Fig. 1: port wiring
(2 px per um)
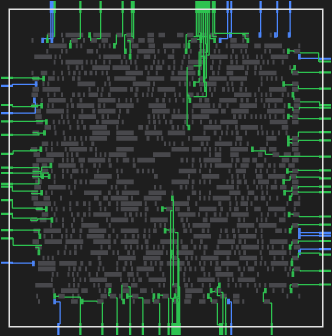
Fig. 2: sizing map
(2 px per um)
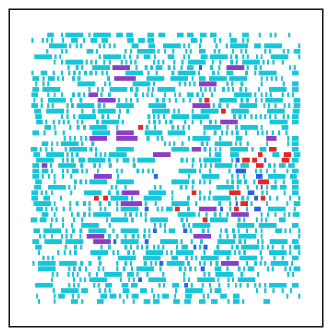
Fig. 3: M1 wires
(4 px per um) Supply wires on this layer in gray. Cells faint in the background.
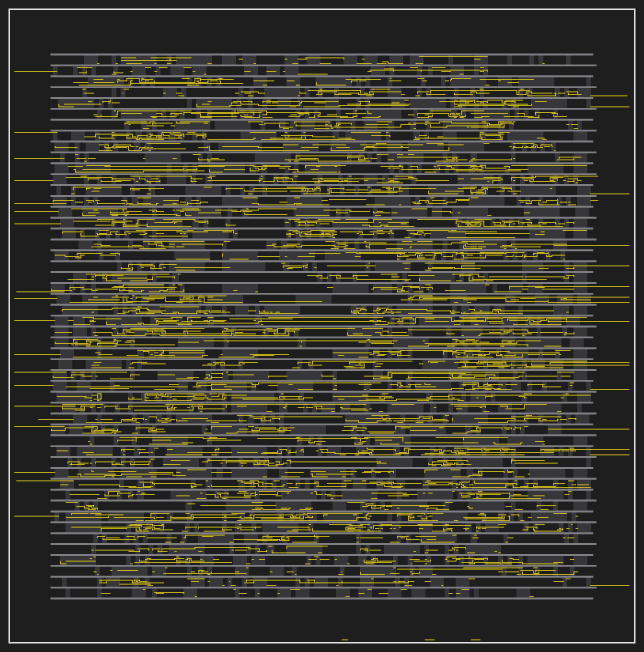
`src/rtl/pipe_pkg.sv`:
```
// pipe_pkg: shared state encoding and NOP payload for pipeline stage registers.
package pipe_pkg;
  typedef enum logic [1:0] {ST_EMPTY, ST_ONE, ST_FULL} stage_state_t;
  localparam logic [31:0] NOP_INSTR = 32'h0000_0000;
endpackage

```
`src/rtl/pipe_sat_counter.sv`:
```
// pipe_sat_counter: saturating event counter, cleared only by reset.
module pipe_sat_counter #(
  parameter int CNT_W = 16
) (
  input  logic             clk_i,
  input  logic             rst_i,
  input  logic             inc_i,
  output logic [CNT_W-1:0] cnt_o
);
  logic [CNT_W-1:0] cnt_q, cnt_d;
  always_comb cnt_d = (inc_i && !(&cnt_q)) ? cnt_q + CNT_W'(1) : cnt_q;
  always_ff @(posedge clk_i or posedge rst_i) begin
    if (rst_i) cnt_q <= '0;
    else cnt_q <= cnt_d;
  end
  assign cnt_o = cnt_q;
endmodule

```
`src/rtl/pipe_stage_reg.sv`:
```
// pipe_stage_reg: two-entry skid-buffered valid/ready stage register with flush and hold.
// PIPE_STAGE_PERF_EN builds the stall/flush saturating counters; otherwise they read 0.
module pipe_stage_reg
  import pipe_pkg::*;
#(
  parameter int                DATA_W    = 64,
  parameter logic [DATA_W-1:0] FLUSH_VAL = DATA_W'(NOP_INSTR),
  parameter int                CNT_W     = 16
) (
  input  logic              clk_i,
  input  logic              rst_i,
  input  logic              flush_i,
  input  logic              hold_i,
  input  logic              in_valid_i,
  output logic              in_ready_o,
  input  logic [DATA_W-1:0] in_data_i,
  output logic              out_valid_o,
  input  logic              out_ready_i,
  output logic [DATA_W-1:0] out_data_o,
  output logic [CNT_W-1:0]  stall_cnt_o,
  output logic [CNT_W-1:0]  flush_cnt_o
);
  stage_state_t      state_q, state_d;
  logic [DATA_W-1:0] main_q, main_d, skid_q, skid_d;
  logic              in_fire, out_fire;
  // Ready depends only on local state, so upstream never sees a comb path from out_ready_i.
  assign in_ready_o  = (state_q != ST_FULL) && !hold_i;
  assign out_valid_o = (state_q != ST_EMPTY) && !hold_i;
  assign in_fire     = in_valid_i && in_ready_o;
  assign out_fire    = out_valid_o && out_ready_i;
  assign out_data_o  = (state_q == ST_EMPTY) ? FLUSH_VAL : main_q;
  always_comb begin
    state_d = state_q;
    main_d  = main_q;
    skid_d  = skid_q;
    if (flush_i) begin
      state_d = ST_EMPTY;
      main_d  = FLUSH_VAL;
      skid_d  = FLUSH_VAL;
    end else begin
      case (state_q)
        ST_EMPTY: if (in_fire) begin
          main_d  = in_data_i;
          state_d = ST_ONE;
        end
        ST_ONE: if (in_fire && out_fire) begin
          main_d = in_data_i;
        end else if (in_fire) begin
          skid_d  = in_data_i;
          state_d = ST_FULL;
        end else if (out_fire) begin
          main_d  = FLUSH_VAL;
          state_d = ST_EMPTY;
        end
        ST_FULL: if (out_fire) begin
          main_d  = skid_q;
          skid_d  = FLUSH_VAL;
          state_d = ST_ONE;
        end
        default: state_d = ST_EMPTY;
      endcase
    end
  end
  always_ff @(posedge clk_i or posedge rst_i) begin
    if (rst_i) begin
      state_q <= ST_EMPTY;
      main_q  <= FLUSH_VAL;
      skid_q  <= FLUSH_VAL;
    end else begin
      state_q <= state_d;
      main_q  <= main_d;
      skid_q  <= skid_d;
    end
  end
`ifdef PIPE_STAGE_PERF_EN
  pipe_sat_counter #(.CNT_W(CNT_W)) u_stall_cnt (
    .clk_i (clk_i),
    .rst_i (rst_i),
    .inc_i (out_valid_o && !out_ready_i),
    .cnt_o (stall_cnt_o)
  );
  pipe_sat_counter #(.CNT_W(CNT_W)) u_flush_cnt (
    .clk_i (clk_i),
    .rst_i (rst_i),
    .inc_i (flush_i),
    .cnt_o (flush_cnt_o)
  );
`else
  assign stall_cnt_o = '0;
  assign flush_cnt_o = '0;
`endif
endmodule

```
`config.mk`:
```
export PLATFORM = sky130hd
export DESIGN_NAME = pipe_stage_reg
export DESIGN_NICKNAME = d
export VERILOG_FILES = /design/src/rtl/pipe_pkg.sv /design/src/rtl/pipe_sat_counter.sv /design/src/rtl/pipe_stage_reg.sv
export SDC_FILE = /design/constraint.sdc
export NUM_CORES = 1
export LEC_CHECK = 0
export ABC_AREA = 1
export CAP_MARGIN = 20
export CELL_PAD_IN_SITES_DETAIL_PLACEMENT = 1
export CELL_PAD_IN_SITES_GLOBAL_PLACEMENT = 1
export CORE_AREA = 10 10 146 148
export DETAILED_ROUTE_END_ITERATION = 7
export DIE_AREA = 0 0 156 158
export HOLD_SLACK_MARGIN = 0.08
export PLACE_DENSITY_LB_ADDON = 0.1
export SLEW_MARGIN = 20
export SYNTH_ARGS = -nofsm -noshare
export SYNTH_HDL_FRONTEND = slang
export SYNTH_SLANG_ARGS = --single-unit
```
`constraint.sdc`:
```
create_clock -name clk_i -period 10.2 [get_ports clk_i]
set_clock_uncertainty 0.05 [all_clocks]
set_input_delay 1.53 -clock clk_i [delete_from_list [all_inputs] [get_ports clk_i]]
set_output_delay 1.53 -clock clk_i [all_outputs]
set_load 0.02 [all_outputs]
```
==> reports/qor.log <==
qor: power_and_ir_drop.powerComb 811 uW
qor: sta.final_max_tran_viols 0
qor: layout.finalNetCount 1,147
qor: synth.yosys.area.top_type sky130_fd_sc_hd__dfrtp_1
qor: grt.grt_max_degree 81
qor: clocking.postCtsSetupBuffers 0
qor: sta.finalHoldViolCount 0
qor: clocking.clock_latency 0.42 ns
qor: worst_setup_path.cp_num_cells 3
qor: power_and_ir_drop.seq-power 761 uW
qor: worst_setup_path.r2r_slack 6.91 ns
qor: worst_setup_path.timing.critical_path.from hold_i
qor: grt.global_route.usage.met3 4.88%
qor: synth.synth_area 0.00691 mm^2
qor: power_and_ir_drop.power.group.top combinational logic
qor: routing.detail_route.vias_per_cell 4.68
qor: power_and_ir_drop.switching_share 38.8%
qor: clocking.ctsHoldBuffers 0
qor: layout.flop-count 130
qor: routing.detailroute.wirelength.met2 9.59 mm
qor: worst_setup_path.path_max_fanout 2
qor: sta.slew_headroom 45.5%
qor: worst_setup_path.critical_path_buf_inv_count 2
qor: layout.nFillCells 2,352
qor: worst_setup_path.timing_worst_setup_path_type in2out
qor: worst_setup_path.crit_path_frequent_cell sky130_fd_sc_hd__clkdlybuf4s50_1
qor: clocking.root_buffer sky130_fd_sc_hd__clkbuf_16
qor: grt.grt.met1_usage 21.3%
qor: run_status.run_status finished, final reports clean
qor: synth.common_cells sky130_fd_sc_hd__nand2_1 (450), sky130_fd_sc_hd__dfrtp_1 (130), sky130_fd_sc_hd__inv_1 (69), sky130_fd_sc_hd__nor2_1 (69), sky130_fd_sc_hd__nand3_1 (67)
qor: layout.largest_registers main_q: 64 flops, skid_q: 64 flops, state_q: 2 flops
qor: grt.antenna_violations_before_repair 1
About Fig. 1:
| color | port | direction | edge | end cells | buffers | wire |
|---|---|---|---|---|---|---|
| blue | flush_cnt_o | output | 7 top, 4 right, 3 left, 2 bottom | 16 | 0 | 217 um |
| green | out_data_o | output | 19 right, 16 bottom, 16 top, 13 left | 64 | 64 | 1,500 um |
boundary pin count: 168
Port-buffer cells: 135

About Fig. 2:
| color | size | cells |
|---|---|---|
| cyan | x1 and smaller | 1,020 |
| red | x3 and x4 | 20 |
| blue | x2 | 23 |
| purple | x6 and larger | 24 |
min setup slack post-route: 5.80 ns
Non-CTS buffers: 145
final standard cell area without fillers: 0.00882 mm^2

About Fig. 3:
main direction: horizontal
nets with wire on the layer: 1,005
wire length on this layer: 9,640 um
share of all routed wire: 47%

Power is estimated from default activity; no workload was simulated.
